==> config.mk <==
export PLATFORM = sky130hd
export DESIGN_NAME = syn_hazard_resolver_flat
export DESIGN_NICKNAME = d
export VERILOG_FILES = /design/src/rtl/syn_hazard_resolver_pkg.sv /design/src/rtl/syn_hazard_resolver_if.sv /design/src/rtl/syn_hazard_resolver_sat_counter.sv /design/src/rtl/syn_hazard_resolver.sv /design/src/flat_wrapper.sv
export SDC_FILE = /design/constraint.sdc
export NUM_CORES = 1
export LEC_CHECK = 0
export ABC_AREA = 1
export ABC_CLOCK_PERIOD_IN_PS = 1750
export CAP_MARGIN = 20
export CORE_MARGIN = 2
export CORE_UTILIZATION = 49
export CTS_CLUSTER_DIAMETER = 100
export CTS_CLUSTER_SIZE = 8
export DETAILED_ROUTE_END_ITERATION = 7
export PLACE_DENSITY = 0.78
export RECOVER_POWER = 50
export SETUP_SLACK_MARGIN = 0.3
export SLEW_MARGIN = 25
export SYNTH_ARGS = -nofsm -noshare
export SYNTH_HDL_FRONTEND = slang
export SYNTH_HIERARCHICAL = 1
export SYNTH_SLANG_ARGS = --single-unit
==> constraint.sdc <==
create_clock -name clk -period 1.75 [get_ports clk]
set_input_delay 0.35 -clock clk [delete_from_list [all_inputs] [get_ports clk]]
set_output_delay 0.35 -clock clk [all_outputs]
set_load 0.02 [all_outputs]
==> src/rtl/syn_hazard_resolver_pkg.sv <==
// Shared types and helpers for the hazard resolver: bypass-select encoding
// and the per-operand forward priority rule.
package syn_hazard_resolver_pkg;

  localparam int unsigned FWD_W = 2;

  // Operand bypass mux select.
  typedef enum logic [FWD_W-1:0] {
    FWD_REG     = 2'b00,  // register file value
    FWD_EX      = 2'b01,  // EX-stage ALU result
    FWD_DM_ALU  = 2'b10,  // DM-stage ALU result
    FWD_DM_LOAD = 2'b11   // DM-stage load data
  } fwd_sel_e;

  // Youngest producer wins: EX beats DM; unused or stalled operands read the RF.
  function automatic fwd_sel_e fwd_select(
    input logic uses,
    input logic stalled,
    input logic ex_col,
    input logic dm_col,
    input logic dm_is_load
  );
    fwd_sel_e sel;
    sel = FWD_REG;
    if (!uses || stalled) begin
      sel = FWD_REG;
    end else if (ex_col) begin
      sel = FWD_EX;
    end else if (dm_col) begin
      sel = dm_is_load ? FWD_DM_LOAD : FWD_DM_ALU;
    end
    return sel;
  endfunction

endpackage

==> src/rtl/syn_hazard_resolver_if.sv <==
// Bundle between the collision detector / ID stage and the hazard resolver.
//   master: drives collision flags, ID attributes, en, perf_clr
//   slave : drives stalled, fwd_sel_a/b and the performance counters
interface syn_hazard_resolver_if
  import syn_hazard_resolver_pkg::*;
#(
  parameter int unsigned CNT_W = 32
);

  logic             en;
  logic             ex_collision_a;
  logic             dm_collision_a;
  logic             ex_collision_b;
  logic             dm_collision_b;
  logic             id_uses_a;
  logic             id_uses_b;
  logic             id_mem_read;
  logic             perf_clr;
  logic             stalled;
  fwd_sel_e         fwd_sel_a;
  fwd_sel_e         fwd_sel_b;
  logic [CNT_W-1:0] stall_cycles;
  logic [CNT_W-1:0] fwd_events;

  modport master (
    output en, ex_collision_a, dm_collision_a, ex_collision_b, dm_collision_b,
           id_uses_a, id_uses_b, id_mem_read, perf_clr,
    input  stalled, fwd_sel_a, fwd_sel_b, stall_cycles, fwd_events
  );

  modport slave (
    input  en, ex_collision_a, dm_collision_a, ex_collision_b, dm_collision_b,
           id_uses_a, id_uses_b, id_mem_read, perf_clr,
    output stalled, fwd_sel_a, fwd_sel_b, stall_cycles, fwd_events
  );

endinterface

==> src/rtl/syn_hazard_resolver_sat_counter.sv <==
// Saturating up-counter with synchronous clear (clear wins over increment).
//   clk, rst_n : clock, async active-low reset
//   clr        : synchronous clear
//   inc        : increment request, ignored once all-ones
//   q          : count
module sat_counter #(
  parameter int unsigned W = 32
) (
  input  logic         clk,
  input  logic         rst_n,
  input  logic         clr,
  input  logic         inc,
  output logic [W-1:0] q
);

  logic [W-1:0] r_q;

  always_ff @(posedge clk or negedge rst_n) begin
    if (!rst_n) begin
      r_q <= '0;
    end else if (clr) begin
      r_q <= '0;
    end else if (inc && (r_q != {W{1'b1}})) begin
      r_q <= r_q + W'(1);
    end
  end

  assign q = r_q;

endmodule

==> src/rtl/syn_hazard_resolver.sv <==
// ID-stage hazard resolver: chooses operand forwarding vs a one-cycle
// load-use stall, tracks loads in EX/DM, and counts stalls/forwards.
//   clk, rst_n : clock, async active-low reset
//   bus        : slave side of syn_hazard_resolver_if (collision flags and
//                ID attributes in; stalled, bypass selects, counters out)
module syn_hazard_resolver
  import syn_hazard_resolver_pkg::*;
#(
  parameter int unsigned CNT_W = 32
) (
  input  logic                  clk,
  input  logic                  rst_n,
  syn_hazard_resolver_if.slave  bus
);

  logic     r_ex_is_load;
  logic     r_dm_is_load;
  logic     w_use_a;
  logic     w_use_b;
  logic     w_stalled;
  fwd_sel_e w_sel_a;
  fwd_sel_e w_sel_b;
  logic     w_fwd_any;
  logic     w_stall_inc;
  logic     w_fwd_inc;
  logic     w_clr;

  // Stall and bypass selection, all same-cycle.
  always_comb begin
    w_use_a   = bus.ex_collision_a & bus.id_uses_a;
    w_use_b   = bus.ex_collision_b & bus.id_uses_b;
    w_stalled = bus.en & r_ex_is_load & (w_use_a | w_use_b);
    w_sel_a   = fwd_select(bus.id_uses_a, w_stalled, bus.ex_collision_a,
                           bus.dm_collision_a, r_dm_is_load);
    w_sel_b   = fwd_select(bus.id_uses_b, w_stalled, bus.ex_collision_b,
                           bus.dm_collision_b, r_dm_is_load);
    w_fwd_any = (w_sel_a != FWD_REG) | (w_sel_b != FWD_REG);
  end

  // Load flags follow the destination-register pipeline; a stall injects a bubble.
  always_ff @(posedge clk or negedge rst_n) begin
    if (!rst_n) begin
      r_ex_is_load <= 1'b0;
      r_dm_is_load <= 1'b0;
    end else if (bus.en) begin
      r_ex_is_load <= w_stalled ? 1'b0 : bus.id_mem_read;
      r_dm_is_load <= r_ex_is_load;
    end
  end

  // Counters only move on pipeline advance.
  assign w_clr       = bus.en & bus.perf_clr;
  assign w_stall_inc = bus.en & w_stalled;
  assign w_fwd_inc   = bus.en & w_fwd_any;

  sat_counter #(.W(CNT_W)) u_stall_cnt (
    .clk   (clk),
    .rst_n (rst_n),
    .clr   (w_clr),
    .inc   (w_stall_inc),
    .q     (bus.stall_cycles)
  );

  sat_counter #(.W(CNT_W)) u_fwd_cnt (
    .clk   (clk),
    .rst_n (rst_n),
    .clr   (w_clr),
    .inc   (w_fwd_inc),
    .q     (bus.fwd_events)
  );

  assign bus.stalled   = w_stalled;
  assign bus.fwd_sel_a = w_sel_a;
  assign bus.fwd_sel_b = w_sel_b;

endmodule

==> src/flat_wrapper.sv <==
// flat-port wrapper written by rule: the top's interface ports become plain ports
module syn_hazard_resolver_flat import syn_hazard_resolver_pkg::*;
#(
  parameter int unsigned CNT_W = 32
)
  (clk, rst_n, bus_en, bus_ex_collision_a, bus_dm_collision_a, bus_ex_collision_b, bus_dm_collision_b, bus_id_uses_a, bus_id_uses_b, bus_id_mem_read, bus_perf_clr, bus_stalled, bus_fwd_sel_a, bus_fwd_sel_b, bus_stall_cycles, bus_fwd_events);
  syn_hazard_resolver_if #(.CNT_W(CNT_W)) bus_i ();
  input  logic clk;
  input  logic rst_n;
  input wire logic [$bits(bus_i.en)-1:0] bus_en;
  input wire logic [$bits(bus_i.ex_collision_a)-1:0] bus_ex_collision_a;
  input wire logic [$bits(bus_i.dm_collision_a)-1:0] bus_dm_collision_a;
  input wire logic [$bits(bus_i.ex_collision_b)-1:0] bus_ex_collision_b;
  input wire logic [$bits(bus_i.dm_collision_b)-1:0] bus_dm_collision_b;
  input wire logic [$bits(bus_i.id_uses_a)-1:0] bus_id_uses_a;
  input wire logic [$bits(bus_i.id_uses_b)-1:0] bus_id_uses_b;
  input wire logic [$bits(bus_i.id_mem_read)-1:0] bus_id_mem_read;
  input wire logic [$bits(bus_i.perf_clr)-1:0] bus_perf_clr;
  output wire logic [$bits(bus_i.stalled)-1:0] bus_stalled;
  output wire logic [$bits(bus_i.fwd_sel_a)-1:0] bus_fwd_sel_a;
  output wire logic [$bits(bus_i.fwd_sel_b)-1:0] bus_fwd_sel_b;
  output wire logic [$bits(bus_i.stall_cycles)-1:0] bus_stall_cycles;
  output wire logic [$bits(bus_i.fwd_events)-1:0] bus_fwd_events;
  assign bus_i.en = bus_en;
  assign bus_i.ex_collision_a = bus_ex_collision_a;
  assign bus_i.dm_collision_a = bus_dm_collision_a;
  assign bus_i.ex_collision_b = bus_ex_collision_b;
  assign bus_i.dm_collision_b = bus_dm_collision_b;
  assign bus_i.id_uses_a = bus_id_uses_a;
  assign bus_i.id_uses_b = bus_id_uses_b;
  assign bus_i.id_mem_read = bus_id_mem_read;
  assign bus_i.perf_clr = bus_perf_clr;
  assign bus_stalled = bus_i.stalled;
  assign bus_fwd_sel_a = bus_i.fwd_sel_a;
  assign bus_fwd_sel_b = bus_i.fwd_sel_b;
  assign bus_stall_cycles = bus_i.stall_cycles;
  assign bus_fwd_events = bus_i.fwd_events;
  syn_hazard_resolver #(.CNT_W(CNT_W)) u_core (.clk(clk), .rst_n(rst_n), .bus(bus_i));
endmodule
run_1/m2.png
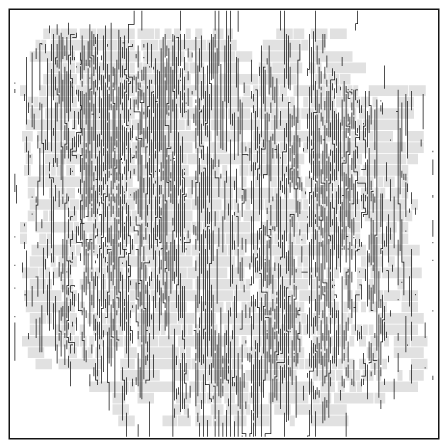
share of all routed wire: 50%
nets with wire on the layer: 791
longest straight run: 35.4 um
wire length on this layer: 8110 um
main direction: vertical
DRT Wirelength: 16.3 mm
met2 capacity usage during global routing: 51.5%

run_1/congestion_map.png
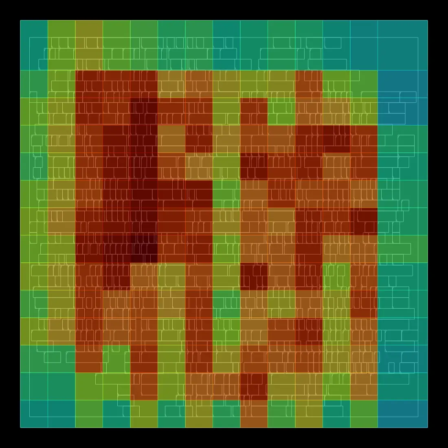
routing usage on met3: 3.83%
Most Crowded Layer GR: met2
final cell utilization of the core: 75.8%

run_1/gates.png
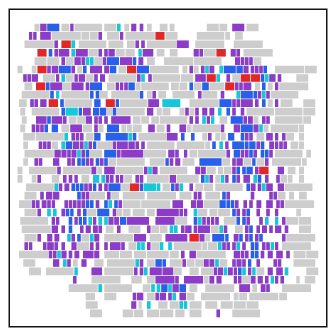
legend:
  cyan:
    family: inv cells
    cells: 79
    most_used: inv_1
    where: spread over the die
  red:
    family: xor and xnor cells
    cells: 16
  blue:
    family: nor cells
    cells: 122
    most_used: nor2_1
  purple:
    family: nand cells
    cells: 391
    most_used: nand2_1
    where: spread over the die

==> qor.csv, run 1 <==
stage,metric,value,unit
status,result of the run,finished with violations,
status,failing checks,setup timing,
power_and_ir_drop,Internal Dissipation,2470,uW
finish,number of clock buffer instances in the layout,9,
placed_design,IO buf count,79,
routing,met3 layer wire length in the routed design,1.21,mm
finish,"most common cell after layout, fill and taps aside",sky130_fd_sc_hd__nand2_1,
synth,library cell with the largest summed area after synthesis,sky130_fd_sc_hd__dfrtp_1,
timing,WHS,0.506,ns
global_route,wire length of the first global-routing pass,24.0,mm
power_and_ir_drop,clock group total power,1180,uW
synth,count of mapped cells out of synthesis,732,
worst_setup_path,CP Max Fanout,4,
worst_setup_path,data required time of the worst path,2.04,ns
placed_design,instance count after placement with tap cells included,979,
finish,"Buffers, non-clock",177,
worst_hold_path,worst hold endpoint,u_core/r_dm_is_load,
clock_network,# Post-CTS Setup Buffers,17,
clock_network,CTS hold repair buffers,1,
finish,most numerous logic cells after layout,"sky130_fd_sc_hd__nand2_1 (257), sky130_fd_sc_hd__nor2_1 (85), sky130_fd_sc_hd__buf_4 (78)",
floorplan,horizontal die dimension,102,um
finish,Logic inverters,79,
finish,number of combinational gates with multiple inputs,574,
worst_setup_path,Reg-to-Reg End,u_core/u_stall_cnt/q[17],
worst_setup_path,count of buffer and inverter cells on the critical path,1,
synth,Post-Synth AOI/OAI Area,4.45,%
finish,register fraction of the total cell area,24.0,%
floorplan,number of well-tap cells placed,129,
synth,multiplexer share of the synthesized area,0,%
power_and_ir_drop,power attributed to combinational cells,874,uW
floorplan,FP Core Util,50.9,%
worst_setup_path,cell with the largest stage delay on the worst path,sky130_fd_sc_hd__dfrtp_2,
run,max-capacitance violation count,0,
synth,tally of unique sky130hd cells used after synthesis,29,
worst_setup_path,Worst Reg2Reg Path Length in Cells,9,
floorplan,I/O pin count,80,
timing,Max transition margin,25.6,%
timing,final critical-path setup slack,-0.0344,ns
finish,multi-input logic portion of the cell area,43.7,%
finish,Final clock-cell share,2.40,%
worst_setup_path,worst setup path startpoint,u_core/u_stall_cnt/q[1],
power_and_ir_drop,part of the power in combinational logic,23.6,%
power_and_ir_drop,switching power,1240,uW
worst_setup_path,largest delay contributor family on the critical path,simple AND/OR/NAND/NOR gates,
worst_setup_path,capturing element of the worst setup path,u_core/u_stall_cnt/q[17],
finish,number of nets in the layout,920,
timing,total of endpoints with negative setup slack in the final report,1,
worst_hold_path,launch instance of the worst min-delay path,bus_en,
synth,share of flip-flops with an asynchronous set or reset,100,%
clock_network,TritonCTS Sinks,66,
==> inputs of run 2 (changes only) <==
CAP_MARGIN = unset   (was 20)
run_2/congestion_map.png
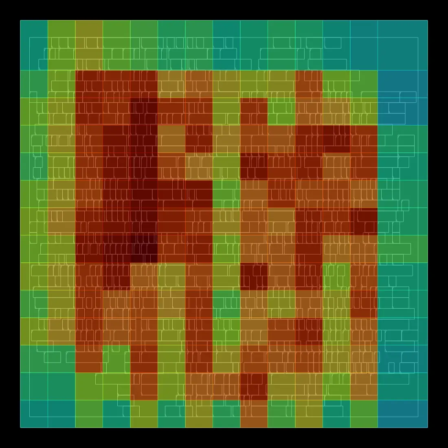
met1 capacity usage during global routing: 35.8%
Tot GR Track Use: 29.2%
routed wirelength normalized by instance count: 15.7 um

run_2/m3.png
The bar under the picture is 20 um long.
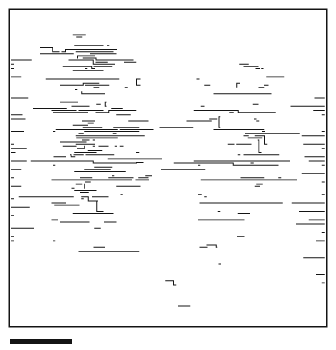
share of all routed wire: 7.4%
main direction: horizontal
Via Count: 5715

run_2/gates.png
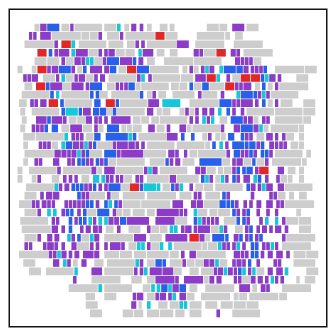
legend:
  cyan:
    family: inv cells
    cells: 79
    most_used: inv_1
    where: spread over the die
  blue:
    family: nor cells
    cells: 122
    most_used: nor2_1
  red:
    family: xor and xnor cells
    cells: 16
  purple:
    family: nand cells
    cells: 391
    most_used: nand2_1
    where: spread over the die

==> run 2 against run 1 <==
Net effect:
- the flow still finishes with violations (setup timing)
- global-route usage stayed put
- worst hold slack stayed put
- total power stayed put
- clock skew stayed put
- area after synthesis stayed put
- via count stayed put
- critical path depth stayed put
- sequential power hardly changed
- final cell count stayed put
- non-clock buffer count stayed put
- cell area stayed put
- largest power group unchanged
- highest routed layer unchanged
==> qor.csv, run 2 <==
stage,metric,value,unit
status,result of the run,finished with violations,
status,failing checks,setup timing,
routing,met3 layer wire length in the routed design,1.21,mm
finish,register fraction of the total cell area,24.0,%
synth,count of mapped cells out of synthesis,732,
synth,tally of unique sky130hd cells used after synthesis,29,
power_and_ir_drop,part of the power in combinational logic,23.6,%
worst_setup_path,CP Max Fanout,4,
worst_hold_path,launch instance of the worst min-delay path,bus_en,
worst_setup_path,capturing element of the worst setup path,u_core/u_stall_cnt/q[17],
floorplan,horizontal die dimension,102,um
timing,final critical-path setup slack,-0.0344,ns
global_route,wire length of the first global-routing pass,24.0,mm
run,max-capacitance violation count,0,
worst_setup_path,count of buffer and inverter cells on the critical path,1,
synth,Post-Synth AOI/OAI Area,4.45,%
timing,total of endpoints with negative setup slack in the final report,1,
worst_setup_path,worst setup path startpoint,u_core/u_stall_cnt/q[1],
finish,"most common cell after layout, fill and taps aside",sky130_fd_sc_hd__nand2_1,
finish,Logic inverters,79,
timing,WHS,0.506,ns
synth,multiplexer share of the synthesized area,0,%
floorplan,number of well-tap cells placed,129,
worst_setup_path,largest delay contributor family on the critical path,simple AND/OR/NAND/NOR gates,
floorplan,I/O pin count,80,
finish,number of clock buffer instances in the layout,9,
routing,DRT Wirelength,16.3,mm
finish,number of nets in the layout,920,
placed_design,IO buf count,79,
power_and_ir_drop,power attributed to combinational cells,874,uW
worst_hold_path,worst hold endpoint,u_core/r_dm_is_load,
power_and_ir_drop,switching power,1240,uW
worst_setup_path,data required time of the worst path,2.04,ns
placed_design,instance count after placement with tap cells included,979,
power_and_ir_drop,Internal Dissipation,2470,uW
floorplan,FP Core Util,50.9,%
==> inputs of run 3 (changes only) <==
CORE_MARGIN = 4   (was 2)
run_3/clock_wires.png
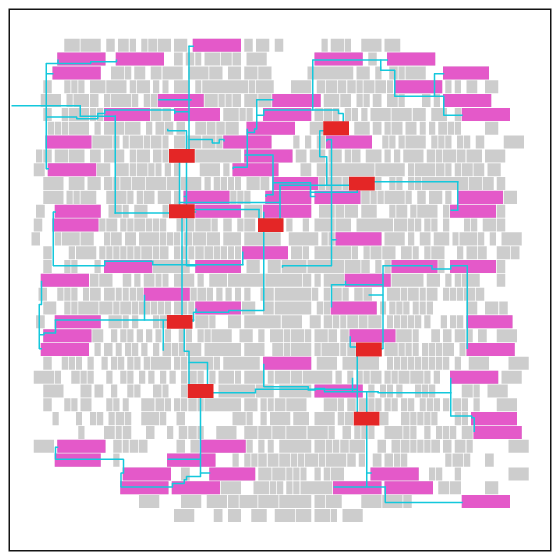
legend:
  cyan:
    item: clock wires
    length: 984 um
  red:
    item: clock-net drivers
    count: 9
  magenta:
    item: flip-flops
    count: 66
flops lie: spread over the die
routed clock nets: 10

run_3/m3.png
The bar under the picture is 20 um long.
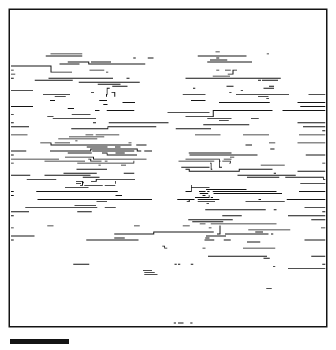
main direction: horizontal
nets with wire on the layer: 163
longest straight run: 38.2 um
share of all routed wire: 9.9%
wire length on this layer: 1700 um

run_3/congestion_map.png
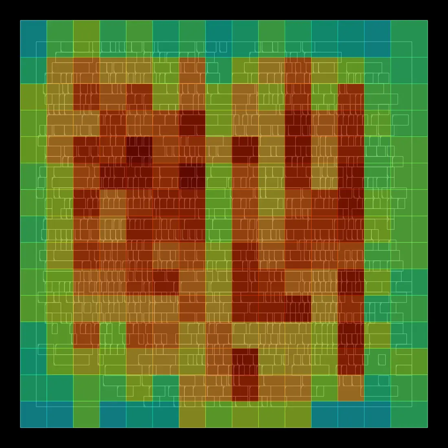
met1 capacity usage during global routing: 32.5%
final cell utilization of the core: 75.5%

==> run 3 against run 2 <==
Net effect:
- the flow still finishes with violations (setup timing)
- routed wire length is 4.8% higher
- critical path depth is 3 higher
- global-route usage is 2.8 points lower
- non-clock buffer count is 3 lower
- sequential share of layout area hardly changed
- total power is 2.6% higher
- largest cell class unchanged
==> qor.csv, run 3 <==
stage,metric,value,unit
timing,Max transition margin,35.9,%
timing,final critical-path setup slack,-0.00606,ns
floorplan,number of well-tap cells placed,129,
finish,number of combinational gates with multiple inputs,575,
global_route,met2 capacity usage during global routing,46.2,%
power_and_ir_drop,switching power,1230,uW
global_route,wire length of the first global-routing pass,24.0,mm
worst_setup_path,capturing element of the worst setup path,u_core/u_fwd_cnt/q[25],
synth,tally of unique sky130hd cells used after synthesis,29,
status,result of the run,finished with violations,
routing,routed wirelength normalized by instance count,16.4,um
timing,total of endpoints with negative setup slack in the final report,2,
synth,multiplexer share of the synthesized area,0,%
placed_design,instance count after placement with tap cells included,974,
worst_setup_path,cell with the largest stage delay on the worst path,sky130_fd_sc_hd__dfrtp_1,
finish,number of clock buffer instances in the layout,13,
finish,register fraction of the total cell area,24.0,%
finish,Logic inverters,82,
worst_setup_path,Worst Reg2Reg Path Length in Cells,12,
worst_setup_path,data required time of the worst path,2.02,ns
finish,Final clock-cell share,2.47,%
status,failing checks,setup timing,
clock_network,TritonCTS Sinks,66,
synth,count of mapped cells out of synthesis,732,
Power and IR drop assume default switching activity.
